File: config.mk
export PLATFORM = sky130hd
export DESIGN_NAME = mem_access
export DESIGN_NICKNAME = d
export VERILOG_FILES = /design/src/rtl/mem_access.sv
export SDC_FILE = /design/constraint.sdc
export NUM_CORES = 1
export LEC_CHECK = 0
export ABC_CLOCK_PERIOD_IN_PS = 3900
export CAP_MARGIN = 15
export CORE_AREA = 2 2 268 270
export CTS_CLUSTER_DIAMETER = 150
export DETAILED_ROUTE_END_ITERATION = 16
export DIE_AREA = 0 0 270 272
export GPL_ROUTABILITY_DRIVEN = 0
export SYNTH_ARGS = -nofsm -noshare
export SYNTH_HDL_FRONTEND = slang
export SYNTH_SLANG_ARGS = --single-unit
File: constraint.sdc
create_clock -name clk -period 3.9 [get_ports clk]
set_clock_uncertainty 0.15 [all_clocks]
set_input_delay 0.39 -clock clk [delete_from_list [all_inputs] [get_ports clk]]
set_output_delay 0.39 -clock clk [all_outputs]
set_load 0.01 [all_outputs]
File: src/rtl/mem_access.sv
// Memory-access pipeline stage.
// Sends loads and stores on a request/response bus: the A channel carries the
// request and the D channel returns the response. The stage holds the pipeline
// until the response arrives. Load data is aligned and extended here, and the
// registered write-back values are produced for the WB stage.
module mem_access #(
  parameter int XLEN = 64
) (
  input  logic            clk,
  input  logic            rst_n,        // asynchronous, active-high reset
  input  logic            clear,
  input  logic            trap_en,
  input  logic            io_load,
  input  logic            io_store,
  input  logic [1:0]      io_size,
  input  logic            io_unsigned,
  input  logic            io_sfence,
  input  logic [XLEN-1:0] pc,
  input  logic [4:0]      rd,
  input  logic [XLEN-1:0] result,
  input  logic [XLEN-1:0] data2,
  input  logic [XLEN-1:0] csr_data,
  input  logic            op_csr,
  output logic            invalid,
  output logic [XLEN-1:0] ma_out,
  output logic [XLEN-1:0] pc_out,
  output logic [4:0]      rd_out,
  output logic [XLEN-1:0] data_out,
  output logic            stall,
  output logic            request,
  output logic            a_valid,
  input  logic            a_ready,
  output logic [2:0]      a_opcode,
  output logic [1:0]      a_size,
  output logic [XLEN-1:0] a_address,
  output logic [7:0]      a_mask,
  output logic [XLEN-1:0] a_data,
  input  logic            d_valid,
  output logic            d_ready,
  input  logic [XLEN-1:0] d_data
);

  typedef enum logic [1:0] {IDLE, ADDR, DATA, DRAIN} state_t;

  state_t            r_state;
  state_t            w_next_state;
  logic              w_kill;
  logic              w_mem_op;
  logic              w_resp_done;
  logic [5:0]        w_shamt;
  logic [7:0]        w_mask_base;
  logic [XLEN-1:0]   w_load_shifted;
  logic [XLEN-1:0]   w_load_ext;

  assign w_kill   = trap_en | clear;
  assign w_mem_op = (io_load | io_store) & ~w_kill;
  assign w_shamt  = {result[2:0], 3'b000};

  // State register. Reset abandons any transaction in flight.
  // NOTE: sequential state uses non-blocking assignments so every flop samples pre-edge values.
  always_ff @(posedge clk or posedge rst_n) begin
    if (rst_n) r_state <= IDLE;
    else       r_state <= w_next_state;
  end

  // Next-state logic for the bus handshake, including trap/flush handling.
  // NOTE: each combinational output gets a default first so no latch is inferred.
  always_comb begin
    w_next_state = r_state;
    unique case (r_state)
      IDLE: begin
        if (a_valid) w_next_state = a_ready ? DATA : ADDR;
      end
      ADDR: begin
        // A request that is no longer valid (killed or withdrawn) is abandoned.
        if (!w_mem_op)    w_next_state = IDLE;
        else if (a_ready) w_next_state = DATA;
      end
      DATA: begin
        // A beat arriving together with a kill consumes the response, so there is nothing left to drain.
        if (d_valid)     w_next_state = IDLE;
        else if (w_kill) w_next_state = DRAIN;
      end
      DRAIN: begin
        if (d_valid) w_next_state = IDLE;
      end
      default: w_next_state = IDLE;
    endcase
  end

  // Handshake and pipeline-control outputs decoded from the state.
  always_comb begin
    a_valid     = w_mem_op & ((r_state == IDLE) | (r_state == ADDR));
    d_ready     = (r_state == DATA) | (r_state == DRAIN);
    w_resp_done = (r_state == DATA) & d_valid;
    stall       = (w_mem_op & ~w_resp_done) | (r_state == DRAIN);
    request     = a_valid | (r_state == DATA) | (r_state == DRAIN);
    invalid     = io_sfence & ~w_kill;
  end

  // Request formatting, load-data alignment/extension and the forwarding mux.
  always_comb begin
    a_address = result;
    a_size    = io_size;
    if (io_load)            a_opcode = 3'd4;  // Get
    else if (io_size == 2'd3) a_opcode = 3'd0;  // PutFull
    else                    a_opcode = 3'd1;  // PutPartial
    unique case (io_size)
      2'd0:    w_mask_base = 8'h01;
      2'd1:    w_mask_base = 8'h03;
      2'd2:    w_mask_base = 8'h0F;
      default: w_mask_base = 8'hFF;
    endcase
    a_mask = w_mask_base << result[2:0];
    a_data = data2 << w_shamt;

    w_load_shifted = d_data >> w_shamt;
    unique case (io_size)
      2'd0: w_load_ext = io_unsigned ? {{(XLEN-8){1'b0}}, w_load_shifted[7:0]}
                                     : {{(XLEN-8){w_load_shifted[7]}}, w_load_shifted[7:0]};
      2'd1: w_load_ext = io_unsigned ? {{(XLEN-16){1'b0}}, w_load_shifted[15:0]}
                                     : {{(XLEN-16){w_load_shifted[15]}}, w_load_shifted[15:0]};
      2'd2: w_load_ext = io_unsigned ? {{(XLEN-32){1'b0}}, w_load_shifted[31:0]}
                                     : {{(XLEN-32){w_load_shifted[31]}}, w_load_shifted[31:0]};
      default: w_load_ext = w_load_shifted;
    endcase

    if (op_csr)                      ma_out = csr_data;
    else if (io_load && w_resp_done) ma_out = w_load_ext;
    else                             ma_out = result;
  end

  // Write-back registers: zero on kill, bubble while stalled, else pass the stage through.
  always_ff @(posedge clk or posedge rst_n) begin
    if (rst_n) begin
      pc_out   <= '0;
      rd_out   <= '0;
      data_out <= '0;
    end else if (w_kill) begin
      pc_out   <= '0;
      rd_out   <= '0;
      data_out <= '0;
    end else if (stall) begin
      pc_out   <= '0;
      rd_out   <= '0;
    end else begin
      pc_out   <= pc;
      rd_out   <= rd;
      data_out <= ma_out;
    end
  end

endmodule

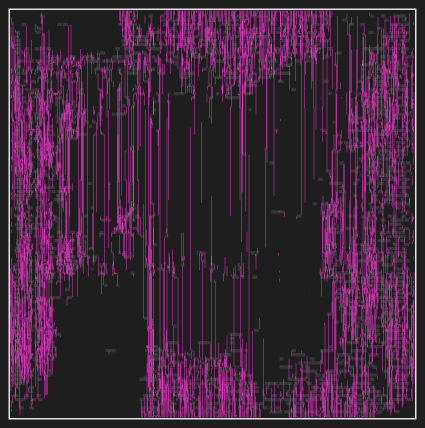
Fig. 1. Met2 routing (run 1).
Drawn at 1.5 px/um.
wire length on this layer: 35.8 mm
main direction: vertical
nets with wire on the layer: 2009
longest straight run: 199 um
Via Count: 13020
GR Layer Usage met2: 33.70%
final wirelength: 72.64 mm

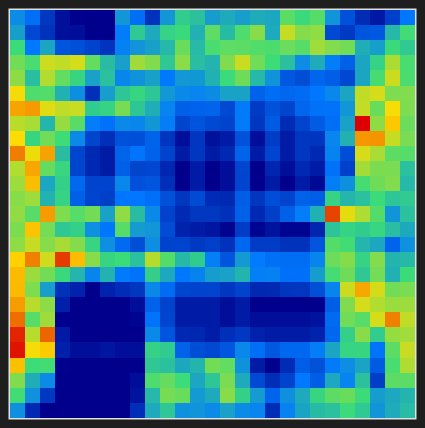
Fig. 2. Wire density map (run 1).
Drawn at 1.5 px/um. 27 x 27 tiles, from dark blue (low) to red (high), scaled to the fullest tile. Values are wire area over tile area, all layers added.
emptiest ninth of the die: center
densest ninth of the die: west
fullest tile: 0.49
tiles over half the peak: 26%
nearly empty tiles: 8.4%
Tot GR Track Use: 19.16%
DR WL/cell: 24.82 um

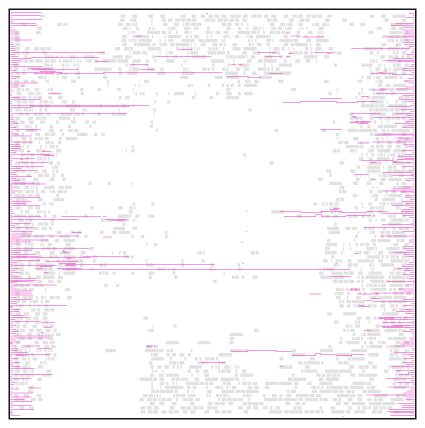
Fig. 3. Signal wires on met3 (run 1).
Drawn at 1.5 px/um.
wire length on this layer: 5190 um
longest straight run: 192 um
share of all routed wire: 7.1%
met3 usage: 5.113%

==> summary.txt, run 1 <==
fresh numbers from the pnr run: setup TNS 0 ns, # Taps 950, Internal 3412 uW, ClkCell Share 3.074%, Yosys top cell by area dfrtp_1, power after layout 5161 uW, io pins 681, asr flop ratio synth 100.0%, Inst Count DP 2894, top_reg_cell synth dfrtp_1, Dominant cell area share 29.78%, Comb gates 997, first-pass iteration count of the detailed router 5, yosys cell count 1340, mux frac, synth 16.09%, GR Util met1 23.13%, critical path depth 8, Pleak 0.008008 uW, Area-dominant class non-clock buffers, row count 98, Clock Tree Buf Depth 2, grt total ovfl 0, Clock Power 1750 uW, Setup Buffers After CTS 0, ANT nets after route 0, Plain + repair buffers 800, final instance area 19860 um^2, Adders+Majority by Area 0%, chip width 270 um, Die ar. 73440 um^2, non-filler cells, final 2927, largest net degree at the start of global routing 86, CP startpoint io_size[1], dominant kind of combinational cell AND-OR/OR-AND gates, Fin. Hold Viols 0, XOR Share, Synth 0%, Avg Cell Area, Syn 8.467 um^2, Port Buf Inserts 679, ANT cells 1, nonclk inv count 12, Fill cells 7675, number of clock buffers in the layout 17, Clk pin slew, worst setup/hold paths 0.07 ns, switching share of power 33.88%, Post-synth top cells nor2_1, dfrtp_1, nand2_1, outcome finished clean, GRT busiest layer met2, layout cells sized above 1 13.36%, Core ar. 70750 um^2
==> run 1: cells in the final DEF (no fill, tap or decap), drive strengths merged, types with 9 or more instances in the layout <==
cell / n
a211oi: 19
a21oi: 74
a2bb2oi: 19
and2: 100
and3: 16
buf: 127
clkbuf: 17
clkdlybuf4s50: 673
dfrtp: 135
inv: 19
mux2: 30
mux2i: 83
mux4: 29
nand2: 118
nand2b: 12
nand3: 13
nor2: 168
nor2b: 9
nor3: 17
nor4: 15
o21a: 14
o21ai: 91
o22ai: 43
o31ai: 37
o32ai: 16
o41ai: 26
==> run 1: repair_timing <==
action | CTS | global route
setup endpoints to repair | 3 | 2
endpoints found under the hold margin | 0 | 0
gates resized | 4 | 2
==> run 1 -> run 2 <==
--- a/config.mk
+++ b/config.mk
@@ -12,6 +12,7 @@
 export DETAILED_ROUTE_END_ITERATION = 16
 export DIE_AREA = 0 0 270 272
 export GPL_ROUTABILITY_DRIVEN = 0
+export HOLD_SLACK_MARGIN = 0.03
 export SYNTH_ARGS = -nofsm -noshare
 export SYNTH_HDL_FRONTEND = slang
 export SYNTH_SLANG_ARGS = --single-unit
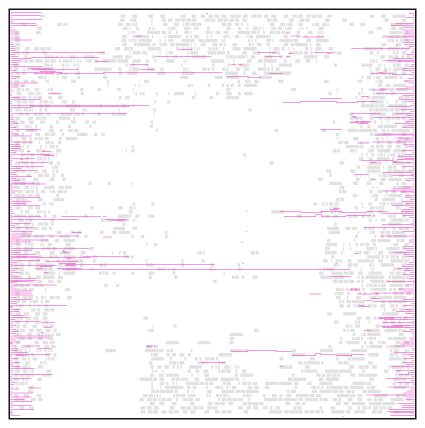
Fig. 4. Signal wires on met3 (run 2).
Drawn at 1.5 px/um.
wire length on this layer: 5190 um
share of all routed wire: 7.1%

==> summary.txt, run 2 <==
fresh numbers from the pnr run: outcome finished clean, most numerous logic cell after layout clkdlybuf4s50_1, met3 usage 5.113%, GR Util met1 23.13%, GR Layer Usage met2 33.70%, cell area after placement 19230 um^2, setup TNS 0 ns, FF+latch area 3378 um^2, Setup Buffers After CTS 0, Highest Signal Layer met5, Final nets 2301, Avg Cell Area, Syn 8.467 um^2, yosys cell count 1340, row count 98, Fill cells 7675, Core ar. 70750 um^2, Port Buf Inserts 679, ANT cells 1, Fin. Hold Viols 0, GRT busiest layer met2, Yosys top cell by area dfrtp_1, grt total ovfl 0, # Taps 950, Post-synth top cells nor2_1, dfrtp_1, nand2_1, Top cells excl fill/tap clkdlybuf4s50_1, nor2_1, dfrtp_1, ANT nets after route 0, post-place setup slack -0.1455 ns, final instance area 19860 um^2, io pins 681, power after layout 5161 uW, Area-dominant class non-clock buffers, top_reg_cell synth dfrtp_1, Plain + repair buffers 800, asr flop ratio synth 100.0%, first-pass iteration count of the detailed router 5, Dominant cell area share 29.78%, CP startpoint io_size[1], final wirelength 72.64 mm, H-tree depth 4, CTS Buf Count 17, nonclk inv count 12, reg2reg setup slack 1.36 ns, Tot GR Track Use 19.16%, first-pass GRT wire length 101.0 mm, ClkCell Share 3.074%, chip width 270 um, layout cells sized above 1 13.36%, Via Count 13020, RSZ-0062 raised after global routing no, Pleak 0.008008 uW, DR WL/cell 24.82 um, Core Util, Final 28.07%, Die ar. 73440 um^2, non-filler cells, final 2927, Comb gates 997, Clk pin slew, worst setup/hold paths 0.07 ns
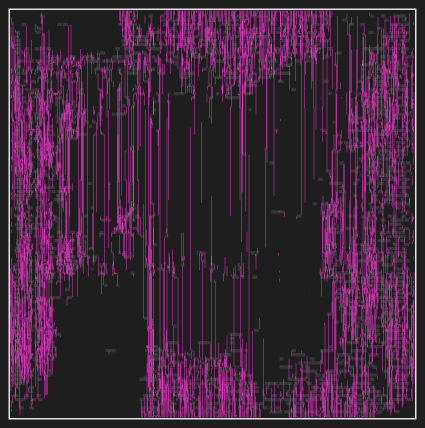
Fig. 5. Met2 routing (run 2).
Drawn at 1.5 px/um.

run 2: cell counts after synthesis:
No cell type changed its count.
run 2: cells by family (layout without fill, tap and decap cells):
family	after synthesis	after routing	synth area share (%)
flops	135	135	29.78
compound gates	376	376	23.26
buf+inv	208	844	10.83
other cells	1	2	0.03305
simple gates	478	478	20.02
mux	142	142	16.09
run 2: worst max-delay path by stage:
stage | depth (start not counted) | to | slack [ns]
CTS | 9 | ma_out[19] | 0.05
global placement | 8 | ma_out[35] | -0.17
floorplan | 8 | ma_out[38] | 1.34
global route | 8 | ma_out[37] | 0.008
detailed placement | 9 | ma_out[17] | -0.15
finish | 8 | ma_out[37] | 0.06
run 2: power breakdown:
part / leakage, uW / internal (uW) / switching [uW]
logic: 0.00585 / 997 / 950
registers: 0.00186 / 1440 / 22.3
clock network: 0.000302 / 971 / 776
Power is estimated from default activity; no workload was simulated.
